## src/rtl/uart_pkg.sv

```systemverilog
// -----------------------------------------------------------------------------
// uart_pkg
// Shared UART definitions used by both the receive and transmit sides:
//   - receiver state encoding
//   - default clock / line-rate constants
//   - baud divisor computation
// -----------------------------------------------------------------------------
package uart_pkg;

    // Receiver FSM encoding; values are fixed so they read the same in waves
    // on both sides of the UART.
    typedef enum logic [1:0] {
        ST_IDLE  = 2'd0,
        ST_START = 2'd1,
        ST_DATA  = 2'd2,
        ST_STOP  = 2'd3
    } rx_state_e;

    localparam int unsigned DEFAULT_CLK_FREQ_HZ = 32'd7372800;
    localparam int unsigned DEFAULT_BAUD        = 32'd115200;
    localparam int unsigned DEFAULT_OVERSAMPLE  = 32'd16;
    localparam int unsigned DEFAULT_DATA_BITS   = 32'd8;

    // Clocks per oversample tick, truncated, never below one.
    function automatic int unsigned calc_div(input int unsigned clk_hz,
                                             input int unsigned baud,
                                             input int unsigned os);
        int unsigned d;
        d = clk_hz / (baud * os);
        if (d == 32'd0) begin
            d = 32'd1;
        end else begin
            d = d;
        end
        return d;
    endfunction

endpackage

```

## src/rtl/uart_rx_oversampled_if.sv

```systemverilog
// -----------------------------------------------------------------------------
// uart_rx_oversampled_if
// Receiver-to-RX-FIFO write side bundle.
//   rx_fifo_full : FIFO full flag (FIFO -> receiver)
//   rx_data      : received byte, held until the next good byte
//   rx_valid     : one-cycle write strobe
//   framing_err  : one-cycle pulse, stop bit sampled low
//   overrun_err  : one-cycle pulse, byte dropped because the FIFO was full
//   busy         : receiver is inside a frame
// master = receiver, slave = FIFO / status consumer.
// -----------------------------------------------------------------------------
interface uart_rx_oversampled_if #(
    parameter int unsigned DATA_BITS = 8
);
    logic                 rx_fifo_full;
    logic [DATA_BITS-1:0] rx_data;
    logic                 rx_valid;
    logic                 framing_err;
    logic                 overrun_err;
    logic                 busy;

    modport master (
        input  rx_fifo_full,
        output rx_data,
        output rx_valid,
        output framing_err,
        output overrun_err,
        output busy
    );

    modport slave (
        output rx_fifo_full,
        input  rx_data,
        input  rx_valid,
        input  framing_err,
        input  overrun_err,
        input  busy
    );
endinterface

```

## src/rtl/uart_baud_tick.sv

```systemverilog
// -----------------------------------------------------------------------------
// uart_baud_tick
// Free-running divide-by-DIV counter producing a one-clock tick.
// Ports:
//   clk      : system clock
//   rst      : asynchronous reset, active-high
//   reload_i : synchronous reload of the counter to 0 (phase-aligns ticks)
//   tick_o   : high for one clock every DIV clocks
// -----------------------------------------------------------------------------
module uart_baud_tick #(
    parameter int unsigned DIV = 4
) (
    input  logic clk,
    input  logic rst,
    input  logic reload_i,
    output logic tick_o
);
    localparam int unsigned CW = (DIV > 1) ? $clog2(DIV) : 1;
    localparam logic [CW-1:0] LAST = CW'(DIV - 1);

    logic [CW-1:0] cnt_q;
    logic [CW-1:0] cnt_d;

    // Next count: reload wins, otherwise wrap at DIV-1.
    always_comb begin
        cnt_d = cnt_q;
        if (reload_i) begin
            cnt_d = '0;
        end else if (cnt_q == LAST) begin
            cnt_d = '0;
        end else begin
            cnt_d = cnt_q + CW'(1);
        end
    end

    // Counter register.
    always_ff @(posedge clk or posedge rst) begin
        if (rst) begin
            cnt_q <= '0;
        end else begin
            cnt_q <= cnt_d;
        end
    end

    // The tick is decoded from the counter so the first tick after a reload
    // lands exactly DIV clocks after the reload.
    assign tick_o = (cnt_q == LAST);

endmodule

```

## src/rtl/uart_rx_oversampled.sv

```systemverilog
// -----------------------------------------------------------------------------
// uart_rx_oversampled
// 8N1-style UART receiver, LSB first, OVERSAMPLE ticks per bit, writing good
// bytes into the RX FIFO and flagging framing / overrun errors.
// Ports:
//   clk     : system clock
//   rst     : asynchronous reset, active-high
//   rx      : serial line, idle high, asynchronous to clk
//   fifo_if : RX FIFO write side (see uart_rx_oversampled_if)
// -----------------------------------------------------------------------------
module uart_rx_oversampled
    import uart_pkg::*;
#(
    parameter int unsigned CLK_FREQ_HZ = DEFAULT_CLK_FREQ_HZ,
    parameter int unsigned BAUD        = DEFAULT_BAUD,
    parameter int unsigned OVERSAMPLE  = DEFAULT_OVERSAMPLE,
    parameter int unsigned DATA_BITS   = DEFAULT_DATA_BITS
) (
    input  logic                  clk,
    input  logic                  rst,
    input  logic                  rx,
    uart_rx_oversampled_if.master fifo_if
);
    localparam int unsigned DIV = calc_div(CLK_FREQ_HZ, BAUD, OVERSAMPLE);
    localparam int unsigned SW  = $clog2(OVERSAMPLE);
    localparam int unsigned BW  = (DATA_BITS > 1) ? $clog2(DATA_BITS) : 1;

    localparam logic [SW-1:0] MID_START   = SW'(OVERSAMPLE / 2 - 1);
    localparam logic [SW-1:0] LAST_SAMPLE = SW'(OVERSAMPLE - 1);
    localparam logic [BW-1:0] LAST_BIT    = BW'(DATA_BITS - 1);

    // Synchroniser and edge history
    logic rx_meta_q;
    logic rx_s_q;
    logic rx_prev_q;

    // FSM and datapath
    rx_state_e            state_q,       state_d;
    logic [SW-1:0]        sample_cnt_q,  sample_cnt_d;
    logic [BW-1:0]        bit_cnt_q,     bit_cnt_d;
    logic [DATA_BITS-1:0] shreg_q,       shreg_d;
    logic [DATA_BITS-1:0] rx_data_q,     rx_data_d;
    logic                 rx_valid_q,    rx_valid_d;
    logic                 framing_err_q, framing_err_d;
    logic                 overrun_err_q, overrun_err_d;
    logic                 busy_q,        busy_d;

    logic tick_s;
    logic reload_s;
    logic start_edge_s;

    // Two-stage synchroniser plus one history flop; all reset to the idle level
    // so leaving reset never looks like a start edge.
    always_ff @(posedge clk or posedge rst) begin
        if (rst) begin
            rx_meta_q <= 1'b1;
            rx_s_q    <= 1'b1;
            rx_prev_q <= 1'b1;
        end else begin
            rx_meta_q <= rx;
            rx_s_q    <= rx_meta_q;
            rx_prev_q <= rx_s_q;
        end
    end

    // A held-low line after a framing error never re-triggers: the edge needs
    // rx_s to have been high on the previous clock.
    assign start_edge_s = rx_prev_q & ~rx_s_q;

    uart_baud_tick #(
        .DIV (DIV)
    ) u_baud_tick (
        .clk      (clk),
        .rst      (rst),
        .reload_i (reload_s),
        .tick_o   (tick_s)
    );

    // Next-state, datapath and output-pulse decode.
    always_comb begin
        state_d       = state_q;
        bit_cnt_d     = bit_cnt_q;
        shreg_d       = shreg_q;
        rx_data_d     = rx_data_q;
        rx_valid_d    = 1'b0;
        framing_err_d = 1'b0;
        overrun_err_d = 1'b0;
        reload_s      = 1'b0;
        if (tick_s) begin
            sample_cnt_d = sample_cnt_q + SW'(1);
        end else begin
            sample_cnt_d = sample_cnt_q;
        end

        case (state_q)
            ST_IDLE: begin
                if (start_edge_s) begin
                    state_d      = ST_START;
                    sample_cnt_d = '0;
                    reload_s     = 1'b1;
                end else begin
                    state_d = ST_IDLE;
                end
            end
            ST_START: begin
                if (tick_s && (sample_cnt_q == MID_START)) begin
                    if (!rx_s_q) begin
                        state_d      = ST_DATA;
                        sample_cnt_d = '0;
                        bit_cnt_d    = '0;
                    end else begin
                        state_d = ST_IDLE;
                    end
                end else begin
                    state_d = ST_START;
                end
            end
            ST_DATA: begin
                // sample_cnt wraps to 0 on its own here, keeping mid-bit phase.
                if (tick_s && (sample_cnt_q == LAST_SAMPLE)) begin
                    shreg_d = {rx_s_q, shreg_q[DATA_BITS-1:1]};
                    if (bit_cnt_q == LAST_BIT) begin
                        state_d = ST_STOP;
                    end else begin
                        bit_cnt_d = bit_cnt_q + BW'(1);
                    end
                end else begin
                    state_d = ST_DATA;
                end
            end
            ST_STOP: begin
                // Leaving at mid-stop leaves half a bit to catch a
                // back-to-back start edge.
                if (tick_s && (sample_cnt_q == LAST_SAMPLE)) begin
                    state_d = ST_IDLE;
                    if (!rx_s_q) begin
                        framing_err_d = 1'b1;
                    end else if (fifo_if.rx_fifo_full) begin
                        overrun_err_d = 1'b1;
                    end else begin
                        rx_data_d  = shreg_q;
                        rx_valid_d = 1'b1;
                    end
                end else begin
                    state_d = ST_STOP;
                end
            end
            default: begin
                state_d = ST_IDLE;
            end
        endcase

        busy_d = (state_d != ST_IDLE);
    end

    // State, datapath and registered outputs.
    always_ff @(posedge clk or posedge rst) begin
        if (rst) begin
            state_q       <= ST_IDLE;
            sample_cnt_q  <= '0;
            bit_cnt_q     <= '0;
            shreg_q       <= '0;
            rx_data_q     <= '0;
            rx_valid_q    <= 1'b0;
            framing_err_q <= 1'b0;
            overrun_err_q <= 1'b0;
            busy_q        <= 1'b0;
        end else begin
            state_q       <= state_d;
            sample_cnt_q  <= sample_cnt_d;
            bit_cnt_q     <= bit_cnt_d;
            shreg_q       <= shreg_d;
            rx_data_q     <= rx_data_d;
            rx_valid_q    <= rx_valid_d;
            framing_err_q <= framing_err_d;
            overrun_err_q <= overrun_err_d;
            busy_q        <= busy_d;
        end
    end

    assign fifo_if.rx_data     = rx_data_q;
    assign fifo_if.rx_valid    = rx_valid_q;
    assign fifo_if.framing_err = framing_err_q;
    assign fifo_if.overrun_err = overrun_err_q;
    assign fifo_if.busy        = busy_q;

endmodule

```

## src/flat_wrapper.sv

```systemverilog
// flat-port wrapper written by rule: the top's interface ports become plain ports
module uart_rx_oversampled_flat import uart_pkg::*;
#(
    parameter int unsigned CLK_FREQ_HZ = DEFAULT_CLK_FREQ_HZ,
    parameter int unsigned BAUD        = DEFAULT_BAUD,
    parameter int unsigned OVERSAMPLE  = DEFAULT_OVERSAMPLE,
    parameter int unsigned DATA_BITS   = DEFAULT_DATA_BITS
)
  (clk, rst, rx, fifo_if_rx_fifo_full, fifo_if_rx_data, fifo_if_rx_valid, fifo_if_framing_err, fifo_if_overrun_err, fifo_if_busy);
  uart_rx_oversampled_if #(.DATA_BITS(DATA_BITS)) fifo_if_i ();
  input  logic clk;
  input  logic rst;
  input  logic rx;
  input wire logic [$bits(fifo_if_i.rx_fifo_full)-1:0] fifo_if_rx_fifo_full;
  output wire logic [$bits(fifo_if_i.rx_data)-1:0] fifo_if_rx_data;
  output wire logic [$bits(fifo_if_i.rx_valid)-1:0] fifo_if_rx_valid;
  output wire logic [$bits(fifo_if_i.framing_err)-1:0] fifo_if_framing_err;
  output wire logic [$bits(fifo_if_i.overrun_err)-1:0] fifo_if_overrun_err;
  output wire logic [$bits(fifo_if_i.busy)-1:0] fifo_if_busy;
  assign fifo_if_i.rx_fifo_full = fifo_if_rx_fifo_full;
  assign fifo_if_rx_data = fifo_if_i.rx_data;
  assign fifo_if_rx_valid = fifo_if_i.rx_valid;
  assign fifo_if_framing_err = fifo_if_i.framing_err;
  assign fifo_if_overrun_err = fifo_if_i.overrun_err;
  assign fifo_if_busy = fifo_if_i.busy;
  uart_rx_oversampled #(.CLK_FREQ_HZ(CLK_FREQ_HZ), .BAUD(BAUD), .OVERSAMPLE(OVERSAMPLE), .DATA_BITS(DATA_BITS)) u_core (.clk(clk), .rst(rst), .rx(rx), .fifo_if(fifo_if_i));
endmodule
```

## config.mk

```make
export PLATFORM = sky130hd
export DESIGN_NAME = uart_rx_oversampled_flat
export DESIGN_NICKNAME = d
export VERILOG_FILES = /design/src/rtl/uart_pkg.sv /design/src/rtl/uart_rx_oversampled_if.sv /design/src/rtl/uart_baud_tick.sv /design/src/rtl/uart_rx_oversampled.sv /design/src/flat_wrapper.sv
export SDC_FILE = /design/constraint.sdc
export NUM_CORES = 1
export LEC_CHECK = 0
export ABC_AREA = 1
export CAP_MARGIN = 40
export CORE_AREA = 3 3 67 69
export CTS_CLUSTER_DIAMETER = 60
export CTS_CLUSTER_SIZE = 14
export DETAILED_ROUTE_END_ITERATION = 8
export DIE_AREA = 0 0 70 72
export PLACE_DENSITY_LB_ADDON = 0.1
export SKIP_CTS_REPAIR_TIMING = 1
export SLEW_MARGIN = 20
export SYNTH_ARGS = -nofsm -noshare
export SYNTH_HDL_FRONTEND = slang
export SYNTH_SLANG_ARGS = --single-unit
```

## constraint.sdc

```tcl
create_clock -name clk -period 2.1 [get_ports clk]
set_clock_uncertainty 0.2 [all_clocks]
set_input_delay 0.21 -clock clk [delete_from_list [all_inputs] [get_ports clk]]
set_output_delay 0.21 -clock clk [all_outputs]
set_load 0.05 [all_outputs]
```

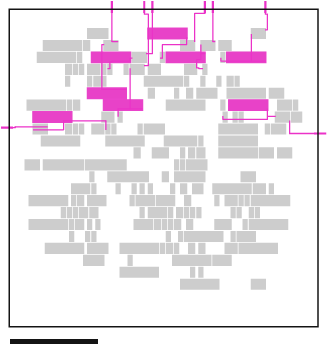
Run 1: port wiring
Scale bar: 20 µm.
legend:
  magenta:
    port: `fifo_if_rx_data`
    bits: 8
    direction: output
    edge: 6 top, 1 right, 1 left
    end_cells: 8
    buffers: 8
    wire: 185 µm
number of top-level pins: 16
number of input and output port buffers inserted: 15

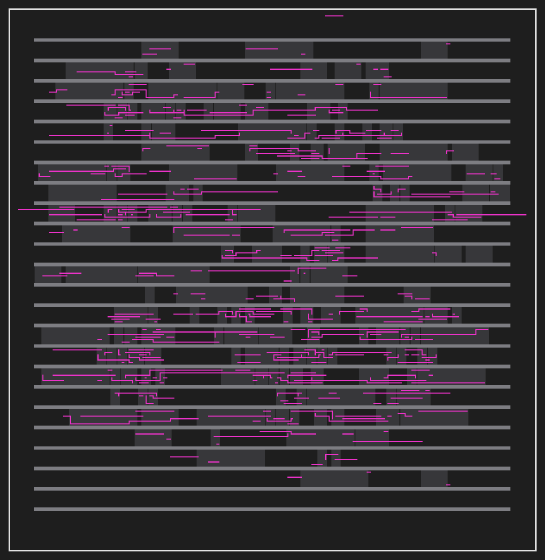
Run 1: signal wires on met1
Supply wires on this layer in grey. Cells faint in the background.
share of all routed wire: 48%
main direction: horizontal
longest straight run: 16.6 µm
nets with wire on the layer: 172
wire length on this layer: 1,220 µm
number of vias after detailed routing: 1,042
met1 usage in global routing: 0.147
wirelength, routed: 2540 µm

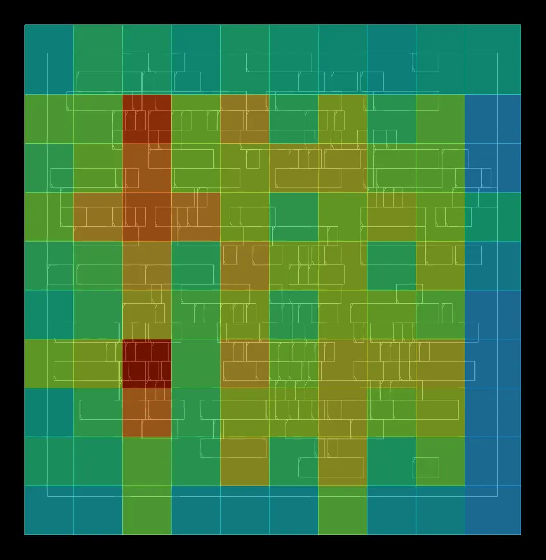
Run 1: congestion heat map
Tot GR Track Use: 0.117
met3 track demand over resource in global routing: 0.0346

## run 1: power by group through the flow
stage | Sequential, mW | Clock (mW) | Combinational (mW)
floorplan | 0.744 | 0 | 0.130
global route | 0.738 | 0.541 | 0.196
CTS | 0.733 | 0.514 | 0.175
global placement | 0.743 | 0 | 0.168
finish | 0.732 | 0.491 | 0.171
detailed placement | 0.745 | 0 | 0.174
## run 1: how the worst max path moves through the flow
stage	start	slack [ps]	to	cells after the start
after global routing	u_core.u_baud_tick.cnt_q[0]	150	u_core.sample_cnt_q[3]	6
after detailed placement	u_core.u_baud_tick.cnt_q[0]	330	u_core.fifo_if.rx_data[4]	6
after floorplan	u_core.u_baud_tick.cnt_q[0]	500	u_core.fifo_if.rx_data[1]	7
final	u_core.fifo_if.rx_data[7]	240	fifo_if_rx_data[7]	1
after CTS	u_core.fifo_if.rx_data[7]	220	fifo_if_rx_data[7]	1
after global placement	u_core.u_baud_tick.cnt_q[0]	390	u_core.fifo_if.rx_data[7]	6
## run 1: final cells by class
class / count / area (µm²)
fillers: 375 / 2140
flip-flops and latches: 34 / 855
multi-input cells: 96 / 573
repair buffers: 16 / 158
inverters: 25 / 93.8
clock buffers: 7 / 86.3
well taps: 50 / 62.6
clock inverters: 1 / 5.00
## run 1: cells by family (layout without fill, tap and decap cells)
group / Yosys count / in the layout / share of synthesized area
buf+inv: 27 / 49 / 0.0754
compound gates: 19 / 19 / 0.0802
simple gates: 65 / 65 / 0.203
flops: 34 / 34 / 0.553
fa+ha+maj: 8 / 8 / 0.0648
xor+xnor: 3 / 3 / 0.0170
mux: 1 / 1 / 0.00648
## run 1: cell usage after synthesis
| library cell | instances |
|---|---|
| sky130_fd_sc_hd__o21ai_0 | 9 |
| sky130_fd_sc_hd__nand2_4 | 2 |
| sky130_fd_sc_hd__dfstp_2 | 3 |
| sky130_fd_sc_hd__nand4_1 | 3 |
| sky130_fd_sc_hd__xor2_1 | 2 |
| sky130_fd_sc_hd__buf_6 | 2 |
| sky130_fd_sc_hd__nor4_1 | 1 |
| sky130_fd_sc_hd__nand3_1 | 6 |
| sky130_fd_sc_hd__dfrtp_1 | 31 |
| sky130_fd_sc_hd__o21bai_1 | 1 |
| sky130_fd_sc_hd__inv_1 | 25 |
| sky130_fd_sc_hd__o21ai_2 | 7 |
| sky130_fd_sc_hd__xnor2_1 | 1 |
| sky130_fd_sc_hd__nor3_1 | 2 |
| sky130_fd_sc_hd__ha_1 | 8 |
| sky130_fd_sc_hd__nor2_1 | 10 |
| sky130_fd_sc_hd__nand2_1 | 39 |
| sky130_fd_sc_hd__a21oi_1 | 2 |
| sky130_fd_sc_hd__nand4_4 | 1 |
| sky130_fd_sc_hd__mux2i_1 | 1 |
| sky130_fd_sc_hd__nor2_8 | 1 |
## run 1: routing by layer
| metal | track usage | vias to the layer above |
|---|---|---|
| met2 | 0.179 | 18 |
| met3 | 0.0346 | 7 |
| met1 | 0.147 | 485 |
| li1 | - | 532 |
| met4 | 0.0702 | 0 |
| met5 | 0 | - |
## run 1: per-stage QoR
stage	power, mW	std cells
floorplan	0.873	157
global placement	0.910	221
detailed placement	0.919	221
CTS	1.42	229
global route	1.48	229
finish	1.39	229
==> notes.md, run 1 <==
Figures from the implementation reports.

- The flow ran to the end, and the final reports show no timing, DRC or antenna violations.
- The floorplan die width reads 70 µm.
- STA reports a reg2reg setup slack of 330 ps.
- The peak fanout along the critical path is 2.
- The worst slack at placement is 328 ps.
- The final worst slack is 243 ps.
- According to the finish report, the design has a final net count of 190.
- The synthesis report lists the most area-consuming cells as sky130_fd_sc_hd__dfrtp_1 (50%), sky130_fd_sc_hd__nand2_1 (9.5%), sky130_fd_sc_hd__ha_1 (6.5%).
- The register share of total power is 0.525.
- The worst setup path category is reg -> out.
- The initialized floorplan defines 23 standard-cell rows.
- In the floorplan report the effective utilization is 0.389.
- The count of tool warnings reads 29.
- The via count of the first global-routing pass is 1,077.
- The highest ir drop seen on vdd reads 0.000304 V.
- According to the dpl log, the detail-placed design has an HPWL of 1830 µm.
- The per-cell routed wire length is 11.1 µm.
- The share of total power consumed by net switching is 0.254.
- The mean instance size in the synthesized netlist is 9.83 µm².
- Endpoints failing hold in the final report were tallied at 0.
- In this run the critical path is formed by clkdlybuf4s50_1.
- The clock root buffer master reads sky130_fd_sc_hd__clkbuf_8.
- The signed area change from the synthesized netlist to the final layout reads 18.7%.
- The finished layout reports a core utilization of 0.462.
- The layout cell share with drive strength beyond 1 reads 0.123.
- Setup repair after global routing left no endpoint under its margin.
- The arrival time at the worst endpoint reads 1450 ps.
- The buffer and inverter count on the worst path reads 1.
- The first-iteration detailed-routing DRC count is 23.
- The final weighted congestion in routability-driven placement reads 0.798.
- The cell leakage power is 0.936 nW.
- The warning tally printed by Yosys for this design is 0.
- The largest total area in the synthesized netlist belongs to sky130_fd_sc_hd__dfrtp_1.
- Summed over all layers, the global routing overflow is 0.
- Once detail routing completed, the nets flagged for antenna violations numbered 0.
- The type of the worst min-delay path is in -> async.
- The clock latency reported for the late side of the worst-skew pair is 280 ps.
- The worst setup path is launched from a register.
- The switching component of the power was reported as 355 µW.
- For this run, the chip area from Yosys synthesis comes to 0.00154 mm².
- The count of cells along the worst register-to-register path reads 6.
- The sum of negative setup slack reads 0 ps.
- According to the timing report, the data required time at the worst endpoint equals 1690 ps.
- The post-route report lists met1 wire length as 1220 µm.
- The startpoint of the worst-slack reg-to-reg timing path is u_core.u_baud_tick.cnt_q[0].
- The routed design shows a via density per instance of 4.55.
- The cell class contributing the biggest share of worst-path delay is buffers and inverters.
- The met3 wire length is 105 µm.
- The TritonCTS sink count reads 34.
- The first global-routing pass estimated 4620 µm of wire.
- The final report lists the setup-violating endpoint count as 0.
- The repair_antennas step left the layout with diodes totalling 0.
- Headroom to the max-slew limit came out at 0.665.
- In the log, the iteration count for the first detailed-route pass is 4.
- Per the run summary, max-cap violations total 0.
- The cell area after placement is 0.00174 mm².
- Clock tree synthesis inserted a total of 5 buffers.
- By instance count after routing, the leading logic cell types are sky130_fd_sc_hd__nand2_1 (39), sky130_fd_sc_hd__dfrtp_1 (31), sky130_fd_sc_hd__inv_1 (25), sky130_fd_sc_hd__clkdlybuf4s50_1 (15), sky130_fd_sc_hd__nor2_1 (10).
- For the pin with the worst max-slew slack, the measured transition is 500 ps.
- Synthesis produced a netlist whose cell count is 157.
- The biggest cell delay along the critical path is 810 ps.
- The number of antenna violations at the first check in global routing came to 0.
- The die footprint reads 0.00504 mm².
- The sort of element at the end of the critical path is an output pin.
- Detailed routing placed a total of 1140 µm of wire on met2.
- TritonCTS built the clock tree.
- The die height reads 72 µm.
- The clock slew seen by the registers of the worst setup and hold paths reads 70 ps.
- The uppermost layer routed reads met4.
- Subtracting the final worst setup slack from the clock period gives 1860 ps.
- The synthesized netlist occupies a cell area of 0.00154 mm².
- The areal power density over the cells is 760 mW/mm².
- The yosys cell count reads 157.
- The library cell used most frequently in the layout, excluding fill and tap cells, is sky130_fd_sc_hd__nand2_1.
- The worst hold margin reads 114 ps.
- The highest-delay cell along the critical path reads sky130_fd_sc_hd__clkdlybuf4s50_1.
- Counting pins that exceed their max-slew limit in the final report gives 0.
- The register area share after synthesis is 0.553.
- The share of the cycle needed by the critical path after routing reads 0.884.
- The net count entering floorplan is 169.
- The part of the power in the clock network reads 0.352.
- The region available for standard cell placement spans 0.00397 mm².
- The endpoint of the worst register-to-register path reads u_core.sample_cnt_q[1].
==> run 2: changes to the inputs <==
--- a/config.mk
+++ b/config.mk
@@ -12,7 +12,7 @@
 export CTS_CLUSTER_SIZE = 14
 export DETAILED_ROUTE_END_ITERATION = 8
 export DIE_AREA = 0 0 70 72
-export PLACE_DENSITY_LB_ADDON = 0.1
+export PLACE_DENSITY = 0.57
 export SKIP_CTS_REPAIR_TIMING = 1
 export SLEW_MARGIN = 20
 export SYNTH_ARGS = -nofsm -noshare
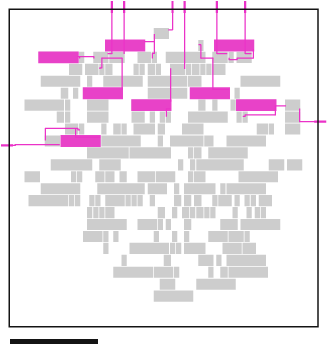
Run 2: port wiring
Scale bar: 20 µm.
legend:
  magenta:
    port: `fifo_if_rx_data`
    bits: 8
    direction: output
    edge: 6 top, 1 right, 1 left
    end_cells: 8
    buffers: 8
    wire: 172 µm

==> run 2 against run 1 <==
- flip-flop count is the same
- design area grew 2.8%
- clock power grew about 50%
- register-to-register slack is essentially flat
- global-route usage is essentially flat
==> notes.md, run 2 <==
Figures from the implementation reports.

- The register share of total power reads 0.447 (-0.078).
- The buffer and inverter count on the worst path reads 1 (unchanged).
- The aoi/oai-family share of the synthesized area came to 0.0802 (unchanged).
- The number of fill cells in the layout came to 379 (+1.1%).
- The sum of negative setup slack was 0 ps (unchanged).
- The first-iteration detailed-routing DRC count was 38 (+65%).
- The power share of the combinational group reads 0.102.
- The placeable core area came to 0.00397 mm² (unchanged).
- The number of violations of the max-capacitance limit is 0 (unchanged).
- The headroom to the max-slew limit reads 0.667 (+0.00147).
- The global router's overall resource usage was 0.117 (-0.000366).
- The number of synthesized flops with an enable pin is 0 (unchanged).
- The clock latency reported for the late side of the worst-skew pair is 280 ps (about the same).
- The detail-routed via count per cell was 4.52 (-0.77%).
- The worst setup path category is reg -> out.
- The peak fanout along the critical path is 2 (unchanged).
- The number of buffers created by CTS reads 5 (unchanged).
- The primary flip-flop cell chosen by synthesis mapping reads sky130_fd_sc_hd__dfrtp_1.
- The share of total power consumed by net switching is 0.219 (-0.0353).
- The worst hold margin is 122 ps (+7.20 ps).
- The layout cell share with drive strength beyond 1 came to 0.128 (+0.00559).
- In the post-synthesis netlist, the biggest area contributors are sky130_fd_sc_hd__dfrtp_1 (50%), sky130_fd_sc_hd__nand2_1 (9.5%), sky130_fd_sc_hd__ha_1 (6.5%).
- The yosys cell count reads 157 (unchanged).
- The run finished with clean final reports.
- The net switching power is 359 µW (+1.3%).
- The clock slew seen by the registers of the worst setup and hold paths is 70 ps (about the same).
- The signed area change from the synthesized netlist to the final layout is 22.0%.
- The number of buffers inserted by port buffering is 15 (unchanged).
- The multiplexer share of the synthesized area reads 0.00648 (unchanged).
- The number of DRC violations after detailed routing is 0.
- The max-slew violation total from the final report is 0 (unchanged).
- The areal power density over the cells is 870 mW/mm² (+14%).
- The post-synth area from yosys stat is 0.00154 mm² (unchanged).
- The met1 demand-to-capacity share in global routing reads 0.146 (-0.00115).
- The TritonCTS sink count reads 34 (unchanged).
- The highest ir drop seen on vdd came to 0.000385 V (+27%).
- The fraction of registers with async set or reset after synthesis is 1.00 (unchanged).
- The total internal power is 1.28 mW.
- TritonCTS built the clock tree.
- The synthesized cell area reads 0.00154 mm² (unchanged).
- The prevailing logic family in the synthesized netlist is simple AND/OR/NAND/NOR gates.
- The count of tool warnings was 29 (unchanged).
- The required time at the endpoint of the critical path is 1690 ps (about the same).
- The XOR/XNOR share of the synthesized area reads 0.0170 (unchanged).
- The final weighted congestion in routability-driven placement reads 0.720 (-9.8%).
- The number of top-level design ports reads 16 (unchanged).
- The post-synthesis adder-cell area fraction reads 0.0648 (unchanged).
- Derived from the worst setup path, the maximum achievable clock frequency is 539 MHz.
- The startpoint type of the worst setup path is a register.
- Ranked by instance count, the synthesized netlist is headed by sky130_fd_sc_hd__nand2_1 (39), sky130_fd_sc_hd__dfrtp_1 (31), sky130_fd_sc_hd__inv_1 (25).
- The wire length of the first global-routing pass is 4730 µm (+2.5%).
- The register area share after synthesis was 0.553 (unchanged).
- The per-cell routed wire length reads 11.0 µm (-0.99%).
- The final number of setup-violating endpoints is 0 (unchanged).
- The CTS H-tree depth reads 2.
- The highest-utilization routing layer at the global route stage reads met2.
- The maximum count of clock buffers along a single path reads 2.
- The residual overflow from global routing is 0 (unchanged).
- The fraction of the core area occupied by cells at floorplan is 0.389 (unchanged).
- The register bit count reported by yosys reads 34.
- The most common logic cells in the final layout are sky130_fd_sc_hd__nand2_1 (39), sky130_fd_sc_hd__dfrtp_1 (31), sky130_fd_sc_hd__inv_1 (25), sky130_fd_sc_hd__clkdlybuf4s50_1 (15), sky130_fd_sc_hd__nor2_1 (10).
- Looking at the clock tree report, the root buffer type is sky130_fd_sc_hd__clkbuf_8.
- The die height reads 72 µm (unchanged).
- The number of antenna violations at the first check in global routing reads 0 (unchanged).
- The number of hold violations in the final report is 0 (unchanged).
- The arrival time at the worst endpoint is 1440 ps (about the same).
- The floorplan die width came to 70 µm (unchanged).
- The cell leakage power was 0.960 nW (+2.5%).
- The simple-gate area share of the yosys netlist reads 0.203 (unchanged).
- The cell type with the largest total area reads sky130_fd_sc_hd__dfrtp_1.
- The part of the power in the clock network is 0.450 (+0.098).
- The number of standard-cell rows in the floorplan reads 23 (unchanged).
- The count of cells along the worst register-to-register path is 6 (unchanged).
- The net count of the finished layout is 190 (unchanged).
- The most common library cell in the layout ignoring fill and taps is sky130_fd_sc_hd__nand2_1.
- The most frequent cell after synthesis is sky130_fd_sc_hd__nand2_1.
- The actual slew at the worst max-slew pin is 498 ps (-2.20 ps).
- For reference, the critical path cell chain is clkdlybuf4s50_1.
- The cell class contributing the biggest share of worst-path delay is buffers and inverters.
- The sort of element at the end of the critical path is an output pin.
- The biggest cell delay along the critical path reads 810 ps (about the same).
- The mean instance size in the synthesized netlist reads 9.83 µm² (unchanged).
- The area share of the largest cell type after synthesis reads 0.502.
- The number of stages on the worst setup path reads 1 (unchanged).
- The slowest stage of the critical path belongs to the cell sky130_fd_sc_hd__clkdlybuf4s50_1.
- The number of instances in the synthesized netlist reads 157 (unchanged).
- The type of the worst min-delay path is in -> async.
- The fraction of met3 tracks used by global routing reads 0.0291 (-0.00554).
- The via count of the first global-routing pass reads 1,066 (-1.0%).
- The net count entering floorplan reads 169 (unchanged).
- Setup repair after global routing left no endpoint under its margin.
- The post-layout minimum cycle time reads 1850 ps (-3.24 ps).
- The warning count from the yosys run was 0 (unchanged).
- The number of nets with antenna violations after detailed routing is 0 (unchanged).
- The number of iterations in the first detailed-routing pass reads 4 (unchanged).
- The die footprint reads 0.00504 mm² (unchanged).
- Entering global routing, the biggest net connects 35 pins.
- The number of distinct library cells after synthesis reads 21.
- The share of the cycle needed by the critical path after routing is 0.883 (-0.00154).
- The antenna diode count reads 0 (unchanged).
- The estimated wirelength of the detail-placed design reads 1840 µm (+0.40%).
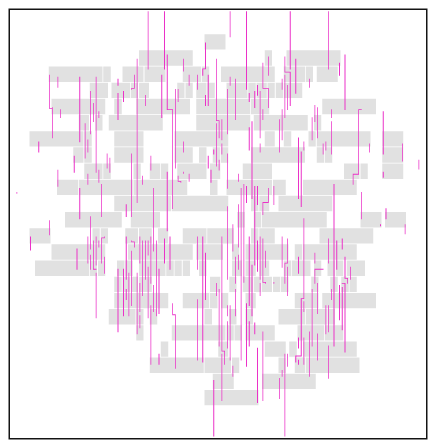
Run 2: M2 wires
Cells faint in the background.
main direction: vertical
share of all routed wire: 48%
wire length on this layer: 1,220 µm
wirelength, routed: 2510 µm
number of vias after detailed routing: 1,034
global routing usage on met2: 0.196

run 2: kinds of logic after synthesis:
family                     after synthesis
DFF                                     34
muxes                                    1
AOI/OAI and AO/OA                       19
and+or+nand+nor                         65
buffers and inverters                   27
adders and majority gates                8
xor gates and xnor gates                 3
run 2: per-layer routing:
metal,wire (µm),part of all wire
met1,1180,0.47
met2,1220,0.48
met3,85,0.034
met4,37,0.015
met5,0,0
run 2: final timing paths:
path	from	to	slack [ps]
max	u_core.fifo_if.rx_data[2]	fifo_if_rx_data[2]	250
min	rst	u_core.fifo_if.rx_data[1]	120
max reg2reg	u_core.u_baud_tick.cnt_q[0]	u_core.fifo_if.rx_data[5]	340
min reg2reg	u_core.rx_meta_q	u_core.rx_s_q	160
max in group asynchronous	rst	u_core.rx_prev_q	1240
min in group clk	rx	u_core.rx_meta_q	140
run 2: stage by stage:
| stage | total power [mW] | utilization | area, µm² | setup WS [ps] | instances |
|---|---|---|---|---|---|
| floorplan | 0.873 | - | 1540 | 504 | 157 |
| global placement | 0.907 | 0.439 | 1740 | 388 | 221 |
| detailed placement | 0.918 | 0.439 | 1740 | 323 | 221 |
| CTS | 1.67 | 0.474 | 1880 | 229 | 229 |
| global route | 1.72 | 0.474 | 1880 | 182 | 229 |
| finish | 1.64 | 0.474 | 1880 | 246 | 229 |
run 2: power by group through the flow:
stage	Sequential [mW]	Combinational [mW]	Clock [mW]
after detailed placement	0.746	0.172	0
final	0.733	0.168	0.738
after global placement	0.742	0.165	0
after CTS	0.734	0.173	0.759
after global routing	0.738	0.198	0.786
after floorplan	0.744	0.130	0
run 2: area by class of cell:
cell class / instances / area, µm² / share of cell area
Inverter: 25 / 93.8 / 0.0498
Clock inverter: 2 / 60.1 / 0.0319
Multi-Input combinational cell: 96 / 573 / 0.304
Tap cell: 50 / 62.6 / 0.0332
Clock buffer: 6 / 82.6 / 0.0438
Sequential cell: 34 / 855 / 0.454
Timing Repair Buffer: 16 / 158 / 0.0837
Run 2, register map, names as in the netlist:
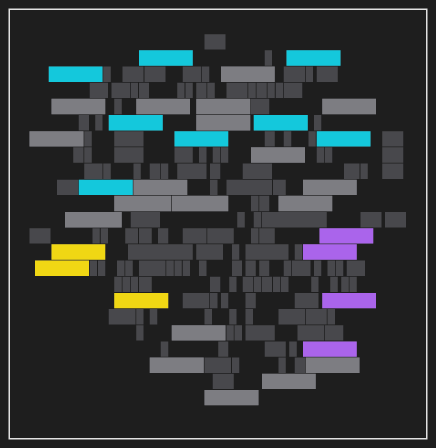

==> run 3: changes to the inputs <==
--- a/config.mk
+++ b/config.mk
@@ -12,7 +12,8 @@
 export CTS_CLUSTER_SIZE = 14
 export DETAILED_ROUTE_END_ITERATION = 8
 export DIE_AREA = 0 0 70 72
-export PLACE_DENSITY = 0.57
+export PLACE_DENSITY = 0.65
+export REMOVE_ABC_BUFFERS = 1
 export SKIP_CTS_REPAIR_TIMING = 1
 export SLEW_MARGIN = 20
 export SYNTH_ARGS = -nofsm -noshare
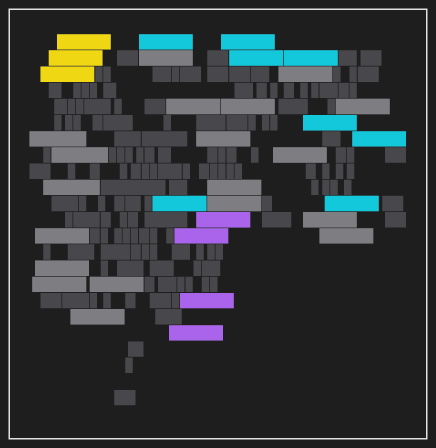
Run 3: register map, names as in the netlist
legend:
  purple:
    name_in_the_netlist: `u_core.sample_cnt_q`
    sequential_cells: 4
    where: middle
  yellow:
    name_in_the_netlist: `u_core.bit_cnt_q`
    sequential_cells: 3
  cyan:
    name_in_the_netlist: `u_core.fifo_if.rx_data`
    sequential_cells: 8
not coloured: 19
flop share of the area: 0.462
power in sequential cells: 733 µW
Final Core Density: 0.466

==> run 3 against run 2 <==
- via count up 3.3%
- clock power shrank 21%
- critical path depth unchanged
==> notes.md, run 3 <==
Figures from the implementation reports.

- The routing usage on met2 is 0.215 (+0.0189).
- The sum of negative setup slack was 0 ps (unchanged).
- The fraction of met3 tracks used by global routing reads 0.0346 (+0.00554).
- The placeable core area reads 0.00397 mm² (unchanged).
- The first-iteration detailed-routing DRC count is 50 (+32%).
- The startpoint type of the worst setup path is a register.
- The pin count of the biggest net entering global routing came to 35 (unchanged).
- The number of instances in the synthesized netlist reads 157 (unchanged).
- The headroom to the max-slew limit is 0.659 (-0.00804).
- The post-layout minimum cycle time came to 1880 ps (+30.0 ps).
- The total wirelength of the detailed-routed design reads 2790 µm (+11%).
- The worst setup path category reads reg -> out.
- The via count is 1,068 (+3.3%).
- On the critical path the largest part of the delay comes from buffers and inverters.
- The signed area change from the synthesized netlist to the final layout reads 19.9%.
- The peak fanout along the critical path reads 2 (unchanged).
- The TritonCTS sink count is 34 (unchanged).
- The met1 demand-to-capacity share in global routing is 0.146 (-0.000242).
- The highest-utilization routing layer at the global route stage reads met2.
- The via count of the first global-routing pass is 1,130 (+6.0%).
- The number of violations of the max-capacitance limit came to 0 (unchanged).
- The share of the cycle needed by the critical path after routing is 0.897 (+0.0143).
- The slack of the worst reg-to-reg path is 320 ps (-20 ps).
- The post-synth area from yosys stat came to 0.00154 mm² (unchanged).
- The register area share after synthesis came to 0.553 (unchanged).
- The die footprint is 0.00504 mm² (unchanged).
- The CTS H-tree depth was 2 (unchanged).
- The mean instance size in the synthesized netlist reads 9.83 µm² (unchanged).
- The per-cell routed wire length reads 12.2 µm (+11%).
- The most common library cell in the layout ignoring fill and taps is sky130_fd_sc_hd__nand2_1.
- The fmax is 531 MHz (-1.6%).
- The library cells used most frequently in the layout, excluding fill and tap cells, are sky130_fd_sc_hd__nand2_1 (39), sky130_fd_sc_hd__dfrtp_1 (31), sky130_fd_sc_hd__inv_1 (25), sky130_fd_sc_hd__clkdlybuf4s50_1 (15), sky130_fd_sc_hd__nor2_1 (10).
- The count of cells along the worst register-to-register path came to 8 (+2).
- The number of distinct library cells after synthesis is 21 (unchanged).
- The fraction of registers with async set or reset after synthesis is 1.00 (unchanged).
- The max-slew violation total from the final report reads 0 (unchanged).
- The highest ir drop seen on vdd is 0.000475 V (+23%).
- The biggest cell delay along the critical path came to 820 ps (about the same).
- After synthesis, the cell types taking the most area are sky130_fd_sc_hd__dfrtp_1 (50%), sky130_fd_sc_hd__nand2_1 (9.5%), sky130_fd_sc_hd__ha_1 (6.5%).
- The die height was 72 µm (unchanged).
- The layout cell share with drive strength beyond 1 is 0.128 (unchanged).
- The maximum count of clock buffers along a single path reads 2 (unchanged).
- The residual overflow from global routing is 0 (unchanged).
- The clock latency reported for the late side of the worst-skew pair was 280 ps (about the same).
- The register bit count reported by yosys reads 34 (unchanged).
- The number of standard-cell rows in the floorplan reads 23 (unchanged).
- The synthesized cell area is 0.00154 mm² (unchanged).
- The startpoint of the worst-slack reg-to-reg timing path is u_core.u_baud_tick.cnt_q[0].
- The final weighted congestion in routability-driven placement is 0.736 (+2.2%).
- The fraction of the core area occupied by cells at floorplan is 0.389 (unchanged).
- The wire length of the first global-routing pass reads 4970 µm (+5.0%).
- The total power is 1.49 mW (-9.0%).
- The flow ran to the end, and the final reports show no timing, DRC or antenna violations.
- The required time at the endpoint of the critical path was 1690 ps (about the same).
- The areal power density over the cells reads 806 mW/mm² (-7.3%).
- The yosys cell count is 157 (unchanged).
- The global router's overall resource usage is 0.124 (+0.00701).
- Counting instances in the post-synthesis netlist gives the leading cell types as sky130_fd_sc_hd__nand2_1 (39), sky130_fd_sc_hd__dfrtp_1 (31), sky130_fd_sc_hd__inv_1 (25).
- The clock root buffer master reads sky130_fd_sc_hd__clkbuf_8.
- Setup repair after global routing left no endpoint under its margin.
- The number of hold violations in the final report was 0 (unchanged).
- The sort of element at the end of the critical path reads an output pin.
- The number of nets with antenna violations after detailed routing is 0 (unchanged).
- The area share of the largest cell type after synthesis is 0.502 (unchanged).
- The type of the worst min-delay path reads in -> async.
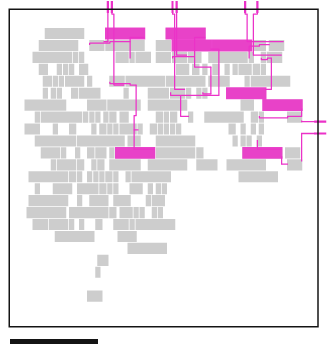
Run 3: port wiring
Scale bar: 20 µm.
legend:
  magenta:
    port: `fifo_if_rx_data`
    bits: 8
    direction: output
    edge: 6 top, 2 right
    end_cells: 8
    buffers: 8
    wire: 250 µm

[run 3: cell counts after synthesis]
No cell type changed its count.
[run 3: how the worst max path moves through the flow]
stage,end,cells past startpoint,startpoint,slack (ps)
final,fifo_if_rx_data[5],1,u_core.fifo_if.rx_data[5],220
after global routing,fifo_if_rx_data[5],1,u_core.fifo_if.rx_data[5],180
after CTS,fifo_if_rx_data[5],1,u_core.fifo_if.rx_data[5],200
after detailed placement,u_core.bit_cnt_q[0],8,u_core.u_baud_tick.cnt_q[0],310
after global placement,u_core.fifo_if.rx_data[5],6,u_core.u_baud_tick.cnt_q[0],410
after floorplan,u_core.fifo_if.rx_data[1],6,u_core.u_baud_tick.cnt_q[0],510
[run 3: kinds of logic (layout without fill, tap and decap cells)]
logic type | count (synthesis) | count (layout) | share of synthesized area
AOI/OAI and AO/OA | 19 | 19 | 0.0802
muxes | 1 | 1 | 0.00648
and+or+nand+nor | 65 | 65 | 0.203
adders and majority gates | 8 | 8 | 0.0648
xor gates and xnor gates | 3 | 3 | 0.0170
buffers and inverters | 27 | 49 | 0.0754
DFF | 34 | 34 | 0.553
[run 3: per-stage QoR]
step	util	instances	worst slack [ps]	area (µm²)	hold slack, ps
after CTS	0.466	229	203	1850	131
after global routing	0.466	229	181	1850	129
after floorplan	-	155	511	1520	14.5
final	0.466	229	216	1850	116
after detailed placement	0.439	221	313	1740	148
after global placement	0.439	221	406	1740	149
[run 3: layer usage]
layer / vias up / wire length, µm
li1: 533 / -
met1: 515 / 1240
met2: 18 / 1440
met3: 2 / 86
met4: 0 / 22
met5: - / 0
[run 3: cell type report]
cell class | count | area [µm²]
clock buffer | 5 | 68.8
clock inverter | 3 | 40.0
fill | 359 | 2120
inverter | 25 | 93.8
multi-input combinational | 96 | 573
sequential | 34 | 855
tap | 50 | 62.6
timing repair buffer | 16 | 158
[run 3: worst reg2reg max path, delay by kind of cell, from the launching register on]
family	cells	cell delay (ps)
DFF	1	350
adders and majority gates	1	310
and+or+nand+nor	7	810
[run 3: report_power, final]
group	leakage (nW)	switching, mW	internal [mW]
Combinational	0.431	0.101	0.0721
Clock	0.0579	0.237	0.349
Sequential	0.457	0.0315	0.702
Total	0.946	0.369	1.12
Power is estimated from default activity; no workload was simulated.
